File: config.mk
export PLATFORM = sky130hd
export DESIGN_NAME = apple1_kbd_hub_flat
export DESIGN_NICKNAME = d
export VERILOG_FILES = /design/src/rtl/apple1_kbd_hub_if.sv /design/src/rtl/apple1_kbd_hub.sv /design/src/flat_wrapper.sv
export SDC_FILE = /design/constraint.sdc
export NUM_CORES = 1
export LEC_CHECK = 0
export ABC_CLOCK_PERIOD_IN_PS = 4600
export CAP_MARGIN = 20
export CORE_ASPECT_RATIO = 1.1
export CORE_MARGIN = 2
export CORE_UTILIZATION = 53
export DETAILED_ROUTE_END_ITERATION = 16
export PLACE_DENSITY = 0.76
export SKIP_CTS_REPAIR_TIMING = 1
export SLEW_MARGIN = 20
export SYNTH_ARGS = -nofsm -noshare
export SYNTH_HDL_FRONTEND = slang
export SYNTH_SLANG_ARGS = --single-unit
File: constraint.sdc
create_clock -name clk25 -period 4.6 [get_ports clk25]
set_input_delay 1.15 -clock clk25 [delete_from_list [all_inputs] [get_ports clk25]]
set_output_delay 1.15 -clock clk25 [all_outputs]
set_load 0.1 [all_outputs]
File: src/rtl/apple1_kbd_hub_if.sv
// Source byte streams and the 6502-side KBD/KBDCR port of the Apple-1 keyboard hub.
// Handshake: a source drives src_valid/src_data and holds both stable until a clk25 edge
// at which src_valid & src_ready are both high; src_ready is combinational and may change
// at any time, and a source never waits for src_ready before raising src_valid.
interface apple1_kbd_hub_if #(
  parameter int NUM_SRC    = 3,
  parameter int FIFO_DEPTH = 16
);
  localparam int LVL_W = $clog2(FIFO_DEPTH) + 1;

  logic [NUM_SRC-1:0]   src_valid;
  logic [8*NUM_SRC-1:0] src_data;
  logic [NUM_SRC-1:0]   src_ready;
  logic                 flush;
  logic                 cs;
  logic                 enable;
  logic                 we;
  logic                 address;
  logic [7:0]           dout;
  logic                 overflow;
  logic [LVL_W-1:0]     fifo_level;

  modport master (
    output src_valid, src_data, flush, cs, enable, we, address,
    input  src_ready, dout, overflow, fifo_level
  );

  modport slave (
    input  src_valid, src_data, flush, cs, enable, we, address,
    output src_ready, dout, overflow, fifo_level
  );
endinterface

File: src/rtl/apple1_kbd_hub.sv
// Apple-1 keyboard hub: round-robin merge of byte sources into a FIFO, character
// normalisation, CR pacing and PIA-style KBD/KBDCR registers.
module apple1_kbd_hub #(
  parameter int NUM_SRC        = 3,
  parameter int FIFO_DEPTH     = 16,
  parameter int CR_PACE_CYCLES = 250000,
  parameter int UPPERCASE      = 1
) (
  input  logic            clk25,
  input  logic            rst,
  apple1_kbd_hub_if.slave bus
);
  localparam int PTR_W  = (NUM_SRC > 1) ? $clog2(NUM_SRC) : 1;
  localparam int AW     = $clog2(FIFO_DEPTH);
  localparam int LVL_W  = AW + 1;
  localparam int PACE_W = (CR_PACE_CYCLES > 1) ? $clog2(CR_PACE_CYCLES + 1) : 1;
  localparam logic [PACE_W-1:0] PACE_LOAD = PACE_W'(CR_PACE_CYCLES);

  logic [PTR_W-1:0]   rr_ptr;
  logic [NUM_SRC-1:0] last_was_cr;
  logic [7:0]         mem [FIFO_DEPTH];
  logic [AW-1:0]      wr_ptr;
  logic [AW-1:0]      rd_ptr;
  logic [LVL_W-1:0]   level;
  logic [7:0]         hold;
  logic               ready;
  logic [PACE_W-1:0]  pace_cnt;
  logic               overflow_q;
  logic [7:0]         dout_q;

  logic               full;
  logic               empty;
  logic               grant_any;
  logic [PTR_W-1:0]   grant_idx;
  logic [NUM_SRC-1:0] src_ready_c;
  logic [7:0]         g_data;
  logic [7:0]         norm;
  logic               is_cr;
  logic               discard;
  logic               xfer;
  logic               wr_en;
  logic               wr_ok;
  logic               pop;
  logic               kbd_rd;
  int                 idx;

  assign full  = (level == LVL_W'(FIFO_DEPTH));
  assign empty = (level == '0);

  // First valid source at or after rr_ptr, wrapping.
  always_comb begin
    grant_any = 1'b0;
    grant_idx = '0;
    idx       = 0;
    for (int k = 0; k < NUM_SRC; k++) begin
      idx = int'(rr_ptr) + k;
      if (idx >= NUM_SRC) idx = idx - NUM_SRC;
      if (!grant_any && bus.src_valid[idx]) begin
        grant_any = 1'b1;
        grant_idx = PTR_W'(idx);
      end
    end
  end

  // Full FIFO withholds every ready, so sources keep their byte instead of losing it.
  always_comb begin
    src_ready_c = '0;
    if (!rst && !bus.flush && grant_any && !full) src_ready_c[grant_idx] = 1'b1;
  end

  always_comb begin
    g_data = 8'h00;
    for (int i = 0; i < NUM_SRC; i++) begin
      if (grant_idx == PTR_W'(i)) g_data = bus.src_data[8*i +: 8];
    end
  end

  // Strip bit 7, fold case, then swallow the LF of a CR/LF pair and turn lone LFs into CR.
  always_comb begin
    norm = {1'b0, g_data[6:0]};
    if (UPPERCASE != 0 && norm >= 8'h61 && norm <= 8'h7A) norm = norm - 8'h20;
    is_cr   = (norm == 8'h0D);
    discard = 1'b0;
    if (norm == 8'h0A) begin
      if (last_was_cr[grant_idx]) discard = 1'b1;
      else                        norm    = 8'h0D;
    end
  end

  assign xfer   = |src_ready_c;
  assign wr_en  = xfer && !discard;
  assign wr_ok  = wr_en && !full;
  assign pop    = !ready && !empty && (pace_cnt == '0);
  assign kbd_rd = bus.cs && bus.enable && !bus.we && !bus.address;

  always_ff @(posedge clk25) begin
    if (wr_ok && !bus.flush) mem[wr_ptr] <= norm;
  end

  always_ff @(posedge clk25 or posedge rst) begin
    if (rst) begin
      rr_ptr      <= '0;
      last_was_cr <= '0;
      wr_ptr      <= '0;
      rd_ptr      <= '0;
      level       <= '0;
      hold        <= 8'h00;
      ready       <= 1'b0;
      pace_cnt    <= '0;
      overflow_q  <= 1'b0;
      dout_q      <= 8'h00;
    end else begin
      if (bus.cs) dout_q <= bus.address ? {ready, 7'b0} : {1'b1, hold[6:0]};
      if (bus.flush) begin
        last_was_cr <= '0;
        wr_ptr      <= '0;
        rd_ptr      <= '0;
        level       <= '0;
        hold        <= 8'h00;
        ready       <= 1'b0;
        pace_cnt    <= '0;
        overflow_q  <= 1'b0;
      end else begin
        if (xfer) begin
          rr_ptr                 <= (grant_idx == PTR_W'(NUM_SRC - 1)) ? '0 : grant_idx + PTR_W'(1);
          last_was_cr[grant_idx] <= is_cr;
        end
        if (wr_ok) wr_ptr <= wr_ptr + AW'(1);
        if (wr_en && full) overflow_q <= 1'b1;
        if (pop) begin
          hold   <= mem[rd_ptr];
          rd_ptr <= rd_ptr + AW'(1);
        end
        level <= level + LVL_W'(wr_ok) - LVL_W'(pop);
        if (pop)                ready <= 1'b1;
        else if (kbd_rd && ready) ready <= 1'b0;
        // A consumed CR holds off the next character so the monitor can keep up.
        if (kbd_rd && ready && hold == 8'h0D) pace_cnt <= PACE_LOAD;
        else if (pace_cnt != '0)              pace_cnt <= pace_cnt - PACE_W'(1);
      end
    end
  end

  assign bus.src_ready  = src_ready_c;
  assign bus.dout       = dout_q;
  assign bus.overflow   = overflow_q;
  assign bus.fifo_level = level;
endmodule

File: src/flat_wrapper.sv
// flat-port wrapper written by rule: the top's interface ports become plain ports
module apple1_kbd_hub_flat 
#(
  parameter int NUM_SRC        = 3,
  parameter int FIFO_DEPTH     = 16,
  parameter int CR_PACE_CYCLES = 250000,
  parameter int UPPERCASE      = 1
)
  (clk25, rst, bus_src_valid, bus_src_data, bus_flush, bus_cs, bus_enable, bus_we, bus_address, bus_src_ready, bus_dout, bus_overflow, bus_fifo_level);
  apple1_kbd_hub_if #(.NUM_SRC(NUM_SRC), .FIFO_DEPTH(FIFO_DEPTH)) bus_i ();
  input  logic clk25;
  input  logic rst;
  input wire logic [$bits(bus_i.src_valid)-1:0] bus_src_valid;
  input wire logic [$bits(bus_i.src_data)-1:0] bus_src_data;
  input wire logic [$bits(bus_i.flush)-1:0] bus_flush;
  input wire logic [$bits(bus_i.cs)-1:0] bus_cs;
  input wire logic [$bits(bus_i.enable)-1:0] bus_enable;
  input wire logic [$bits(bus_i.we)-1:0] bus_we;
  input wire logic [$bits(bus_i.address)-1:0] bus_address;
  output wire logic [$bits(bus_i.src_ready)-1:0] bus_src_ready;
  output wire logic [$bits(bus_i.dout)-1:0] bus_dout;
  output wire logic [$bits(bus_i.overflow)-1:0] bus_overflow;
  output wire logic [$bits(bus_i.fifo_level)-1:0] bus_fifo_level;
  assign bus_i.src_valid = bus_src_valid;
  assign bus_i.src_data = bus_src_data;
  assign bus_i.flush = bus_flush;
  assign bus_i.cs = bus_cs;
  assign bus_i.enable = bus_enable;
  assign bus_i.we = bus_we;
  assign bus_i.address = bus_address;
  assign bus_src_ready = bus_i.src_ready;
  assign bus_dout = bus_i.dout;
  assign bus_overflow = bus_i.overflow;
  assign bus_fifo_level = bus_i.fifo_level;
  apple1_kbd_hub #(.NUM_SRC(NUM_SRC), .FIFO_DEPTH(FIFO_DEPTH), .CR_PACE_CYCLES(CR_PACE_CYCLES), .UPPERCASE(UPPERCASE)) u_core (.clk25(clk25), .rst(rst), .bus(bus_i));
endmodule
Figure 1. Sequential cells coloured by netlist name (run 1).
Scale bar: 20 um. Other sequential cells in the stronger grey, the rest of the logic in the fainter grey.
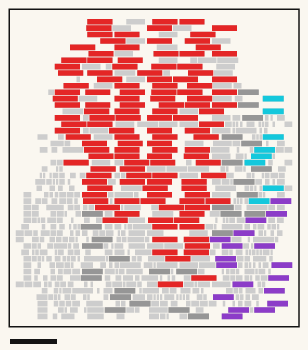
| signal | colour | flops |
|---|---|---|
| `u_core.mem` | red | 128 |
| `u_core.bus.dout` | cyan | 8 |
| `u_core.pace_cnt` | purple | 18 |
not coloured: 28
register fraction of the total cell area: 51.2%
final design utilization: 67.5%
total sequential power: 2.40 mW
Flop area: 5200 um2

Figure 2. Selected gate families (run 1).
Scale bar: 20 um.
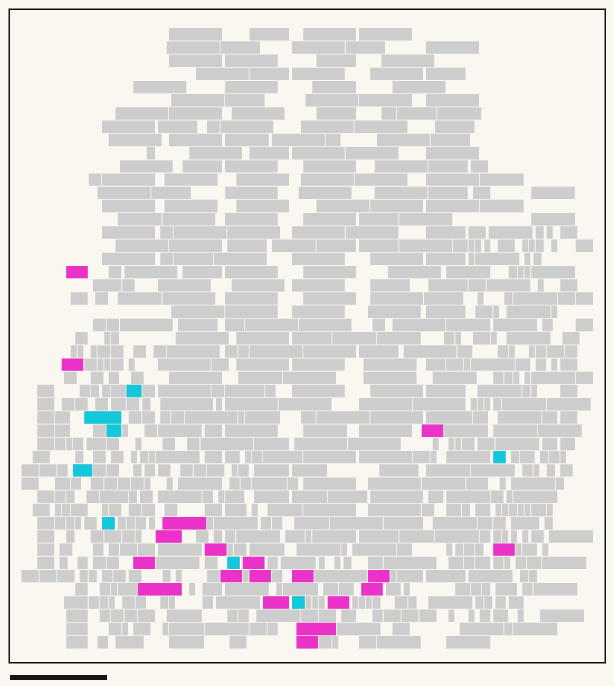
| family | colour | cells | most used |
|---|---|---|---|
| AND-OR and OR-AND gates | cyan | 8 | a21o_1 |
| adder and majority cells | magenta | 19 | ha_1 |
Comb/total area: 28.2%
dominant logic cell type in the layout: edfxtp_1
Non-Filler Instances: 874

==> impl_metrics.tcl, run 1 <==
# place-and-route summary
set metrics [dict create \
    power_mw 6.23 \
    layout-drive-gt1-share_pct 26.0 \
    busiest_layer "met2" \
    drt_pass1_iterations 5 \
    antenna_left 0 \
    initCoreUtil_pct 54.2 \
    nFillCells 1010 \
    use_met3_pct 4.89 \
    critPathArrivalTime_ns 4.86 \
    drc_errors 0 \
    ys_cells 554 \
    critPathMaxFanout 9 \
    diodes 0 \
    r2r-end "u_core.bus.fifo_level[4]" \
    grt_overflow 0 \
    ir_drop_uv 422 \
    clk_pin_slew_ns 0.07 \
    cts.sink_count 182 \
    comb_power_share_pct 39.3 \
    ys_area_um2 8170 \
    area_growth_pct 24.4 \
    finalSetupTns_ns 0 \
    syn_area_um2 8170 \
    edf_count 128 \
    ctsLongestPathBuffers 2 \
    top_cells_by_area "edfxtp_1 47%, dfrtp_1 17%, mux4_2 11%" \
    slowest_delay_ns 0.56 \
    worst-endpoint-required_ns 4.96 \
    p_leak_nw 3.74 \
    max_cap_violations 0 \
    post-route-min-period_ns 4.50 \
    top_cell "edfxtp_1" \
    warning_count 39 \
    coreArea_um2 15100 \
    power_leader "combinational cells" \
    pg_clk_mw 1.38 \
    ys_warn_count 0 \
    fin_skew_ns 0.0104 \
    antenna_found_initial 0 \
    reg2reg_depth 19 \
    synthDistinctLibCells 58 \
    ys_seq_share_pct 63.6 \
    startpoint "u_core.rr_ptr[0]" \
    tightest_slew_ns 0.969 \
    combGateArea_um2 2860 \
    hold_ws_ns 0.507 \
    dp_cells 836 \
    place_congestion 0.811 \
    cp-end-kind "flip-flop" \
    cts_tree "built" \
    fp.dieW_um 122 \
    synth_top_area_share_pct 47.1 \
    grt_pass1_vias 5375 \
    post-place-ws_ns -0.564 \
    hpwl_um 12000 \
    async_reset_ff_share_pct 29.7 \
    rsz0062_at_grt "true" \
    run_status "finished, final reports clean" \
    finalHoldViolations 0 \
    rows 47 \
    timing.final.ws_setup_ns 0.101 \
    clockRootBuffer "clkbuf_16" \
    ff_type "edfxtp_1" \
    grt_start_max_net_pins 55 \
    fin_nets 718 \
]
Figure 3. Routing congestion (run 1).
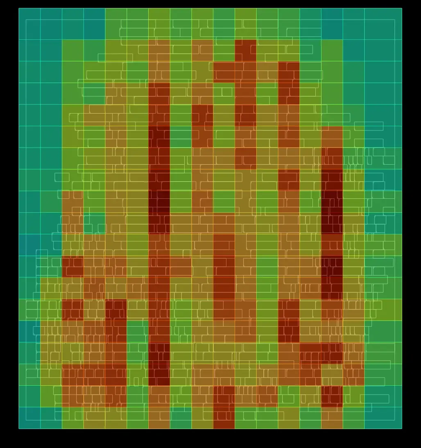
GRT Util Overall: 23.3%
Routed WL per cell: 20.2 um
met1 Track Usage GR: 26.9%
GRT met2 Usage: 42.5%

Figure 4. Placement by cell class (run 1).
Scale bar: 20 um.
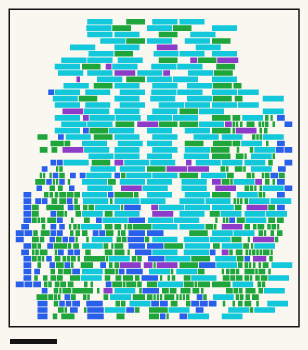
| class | colour | cells | share of their area |
|---|---|---|---|
| clock drivers and dummy loads | purple | 32 | 5.7% |
| other buffers and delay cells | blue | 111 | 12% |
| flip-flops | cyan | 182 | 52% |
| all other logic | green | 353 | 30% |

-- run 1: logic make-up after synthesis --
family	after synthesis	synth area share, %
simple gates	160	10.5
buf+inv	55	2.68
mux	53	12.6
flops	182	63.6
fa+ha+maj	19	3.00
xor+xnor	21	2.25
compound gates	64	5.29
-- run 1: layout by cell type (no fill, tap or decap), drive strengths merged, types with 8 or more instances in the layout --
cell type / n
nor2: 40
dfrtp: 54
inv: 40
a21oi: 17
clkinv: 8
clkbuf: 17
mux2i: 13
buf: 67
nand3: 10
xnor2: 13
o21ai: 20
nor2b: 9
edfxtp: 128
o31ai: 8
nor3: 10
xor2: 8
mux4: 40
nor4: 10
ha: 18
clkdlybuf4s50: 41
and2: 10
nand2: 29
-- run 1: per-layer routing --
metal	share of wire (%)	wire, um
met1	38	6680
met2	55	9820
met3	4.5	794
met4	2.2	397
met5	0	0
-- run 1: worst max-delay path: cells and delay by family (launching register included) --
family	cells	cell delay (ns)
simple gates	5	1.34
compound gates	7	1.59
fa+ha+maj	3	0.71
buf+inv	4	0.35
flops	1	0.43
-- run 1: registers in the layout, indices dropped and copies added, names as in the netlist --
| signal | cells |
|---|---|
| u_core.bus.fifo_level | 5 |
| u_core.ready | 1 |
| u_core.bus.overflow | 1 |
| u_core.mem | 128 |
| u_core.last_was_cr | 3 |
| u_core.hold | 8 |
| u_core.pace_cnt | 18 |
| u_core.bus.dout | 8 |
| u_core.wr_ptr | 4 |
| u_core.rr_ptr | 2 |
| u_core.rd_ptr | 4 |
-- run 1: area by class of cell --
type | count | share of cell area, %
Sequential cell | 182 | 51.2
Inverter | 36 | 1.34
Timing Repair Buffer | 111 | 11.3
Clock inverter | 15 | 1.39
Clock buffer | 17 | 4.19
Tap cell | 196 | 2.41
Multi-Input combinational cell | 317 | 28.2
Figure 5. Cells by drive strength (run 1).
Scale bar: 20 um.
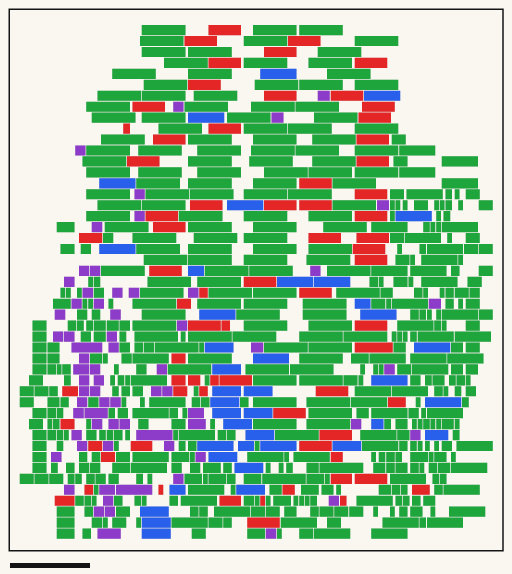

==> inputs of run 2 (changes only) <==
- CTS_BUF_LIST: default -> sky130_fd_sc_hd__clkbuf_16
- TNS_END_PERCENT: default -> 1
Figure 6. Cells by drive strength (run 2).
Scale bar: 20 um.
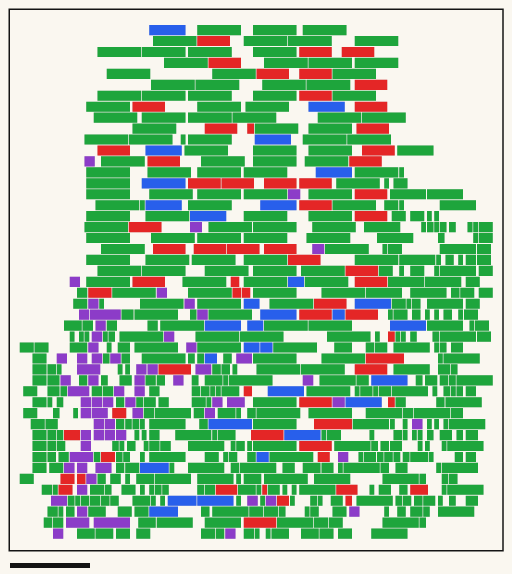
| size | colour | cells | share | most used |
|---|---|---|---|---|
| drive 1 or less | green | 508 | 76% | edfxtp_1 |
| drive 3 to 4 | purple | 68 | 10% | buf_4 |
| drive 2 | red | 64 | 9.6% | mux4_2 |
| drive 6 and up | blue | 30 | 4.5% | clkbuf_16 |

Figure 7. Routing congestion (run 2).
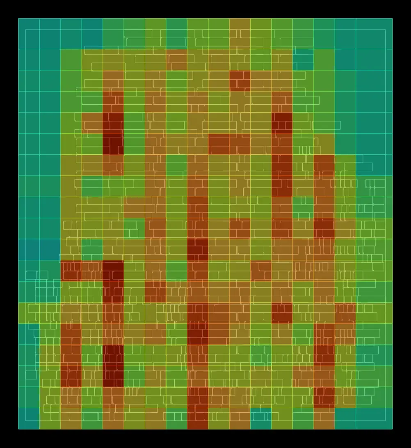
Routed WL per cell: 19.2 um
GRT met2 Usage: 38.6%
met1 Track Usage GR: 26.6%
GR Util met3: 3.53%
GRT busiest layer: met2

Figure 8. Sequential cells coloured by netlist name (run 2).
Scale bar: 20 um. Other sequential cells in the stronger grey, the rest of the logic in the fainter grey.
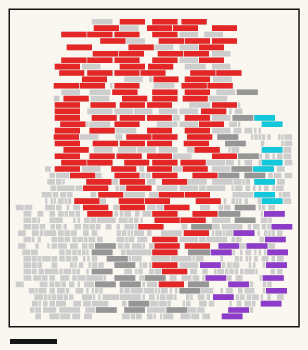
| signal | colour | flops |
|---|---|---|
| `u_core.bus.dout` | cyan | 8 |
| `u_core.mem` | red | 128 |
| `u_core.pace_cnt` | purple | 18 |
final design utilization: 66.1%
register fraction of the total cell area: 52.2%

==> impl_metrics.tcl, run 2 <==
# place-and-route summary
set metrics [dict create \
    fmax_mhz 222 \
    nFillCells 1029 \
    top_cells_by_area "edfxtp_1 47%, dfrtp_1 17%, mux4_2 11%" \
    grt_overflow 0 \
    flops 182 \
    num_tap_cells 196 \
    top_cell "edfxtp_1" \
    max_cap_violations 0 \
    slew_headroom_pct 35.3 \
    ys_warn_count 0 \
    top_regs "u_core.mem x128, u_core.pace_cnt x18" \
    lay_top_cells "128 x edfxtp_1, 52 x buf_4, 52 x dfrtp_1" \
    comb_cells 317 \
    hold_ws_ns 0.509 \
    hpwl_um 11300 \
    clockBufferCount 17 \
    worstHoldStart "u_core.bus.overflow" \
    drt_wl_total_um 16600 \
    finalHoldViolations 0 \
    slowest_delay_ns 0.44 \
    fin_skew_ns 0.00723 \
    run_status "finished, final reports clean" \
    post-route-min-period_ns 4.51 \
    largest_class "registers" \
    p_leak_nw 3.69 \
    async_reset_ff_share_pct 29.7 \
    clockRootBuffer "clkbuf_16" \
    tightest_slew_ns 0.968 \
    cp-end-kind "flip-flop" \
    ff_type "edfxtp_1" \
    path_buffers 3 \
    power_leader "combinational cells" \
    warning_count 38 \
    largest_register_ffs 128 \
    comb_share_pct 28.6 \
    synthDistinctLibCells 58 \
    layout-drive-gt1-share_pct 24.2 \
    fp.dieW_um 122 \
    pg_seq_mw 2.38 \
    drc_errors 0 \
    critPathMaxFanout 4 \
    critPathArrivalTime_ns 4.86 \
    crit_family "AND-OR/OR-AND gates" \
    initCoreUtil_pct 54.2 \
    synth_top_area_share_pct 47.1 \
    nonClockBufferCount 103 \
    rows 47 \
    r2r-end "u_core.bus.fifo_level[4]" \
    cts_tree "built" \
    place_congestion 0.835 \
    ctsLongestPathBuffers 2 \
    ys_seq_share_pct 63.6 \
    flop_area_um2 5200 \
    pg_clk_mw 1.41 \
    ys_cells 554 \
    combGateArea_um2 2850 \
    syn_area_um2 8170 \
    grt_pass1_vias 5257 \
    worst-endpoint-required_ns 4.95 \
    final-nonclk-buf-share_pct 9.48 \
    reg2reg_depth 18 \
    antenna_left 0 \
    ys_area_um2 8170 \
    ir_drop_uv 352 \
    inverters 36 \
    drt_pass1_iterations 5 \
    cts.sink_count 182 \
    comb_power_share_pct 39.4 \
    top_register "u_core.mem" \
    grt_start_max_net_pins 55 \
    diodes 0 \
    grt_use_total_pct 21.7 \
    edf_count 128 \
    coreArea_um2 15100 \
    clkCellAreaFrac_pct 5.81 \
    fin_nets 710 \
]
[run 2: worst max-delay path by stage]
stage / from / end / slack, ns / cells past startpoint
after floorplan: bus_src_valid[1] / u_core.mem[0][0] / -0.17 / 10
after global placement: bus_src_valid[0] / u_core.mem[0][5] / -0.48 / 14
after detailed placement: bus_src_valid[0] / u_core.mem[2][6] / -0.65 / 14
after CTS: bus_src_valid[0] / u_core.mem[3][3] / -0.25 / 14
after global routing: bus_src_valid[1] / u_core.bus.fifo_level[4] / -0.05 / 20
final: bus_src_valid[1] / u_core.bus.fifo_level[4] / 0.09 / 17
[run 2: worst reg2reg max path, delay by kind of cell, from the launching register on]
kind	cells	cell delay, ns
buffers and inverters	3	0.24
muxes	1	0.30
adders and majority gates	3	0.69
DFF	1	0.43
and+or+nand+nor	6	1.40
AOI/OAI and AO/OA	5	1.29
[run 2: metrics by stage]
step                power (mW)  cells  TNS, ns  area (um2)  worst slack, ns
floorplan                 3.91    554    -6.92        8170           -0.173
global placement          4.60    828   -64.39        9210           -0.476
detailed placement        4.73    828   -94.19        9210           -0.652
CTS                       6.15    860   -14.60        9790           -0.247
global route              6.58    866   -0.572        9950          -0.0525
finish                    6.25    866        0        9950           0.0890
[run 2: cells by family (layout without fill, tap and decap cells)]
| logic type | count (synthesis) | after routing | synth area share, % |
|---|---|---|---|
| DFF | 182 | 182 | 63.6 |
| and+or+nand+nor | 160 | 160 | 10.5 |
| AOI/OAI and AO/OA | 64 | 64 | 5.29 |
| buffers and inverters | 55 | 171 | 2.68 |
| muxes | 53 | 53 | 12.6 |
| xor gates and xnor gates | 21 | 21 | 2.25 |
| adders and majority gates | 19 | 19 | 3.00 |
[run 2: metal layers]
layer	GRT usage [%]	wire length [um]
met4	8.30	323
met5	0	0
met1	26.6	6600
met3	3.53	617
met2	38.6	9110
Power is estimated from default activity; no workload was simulated.
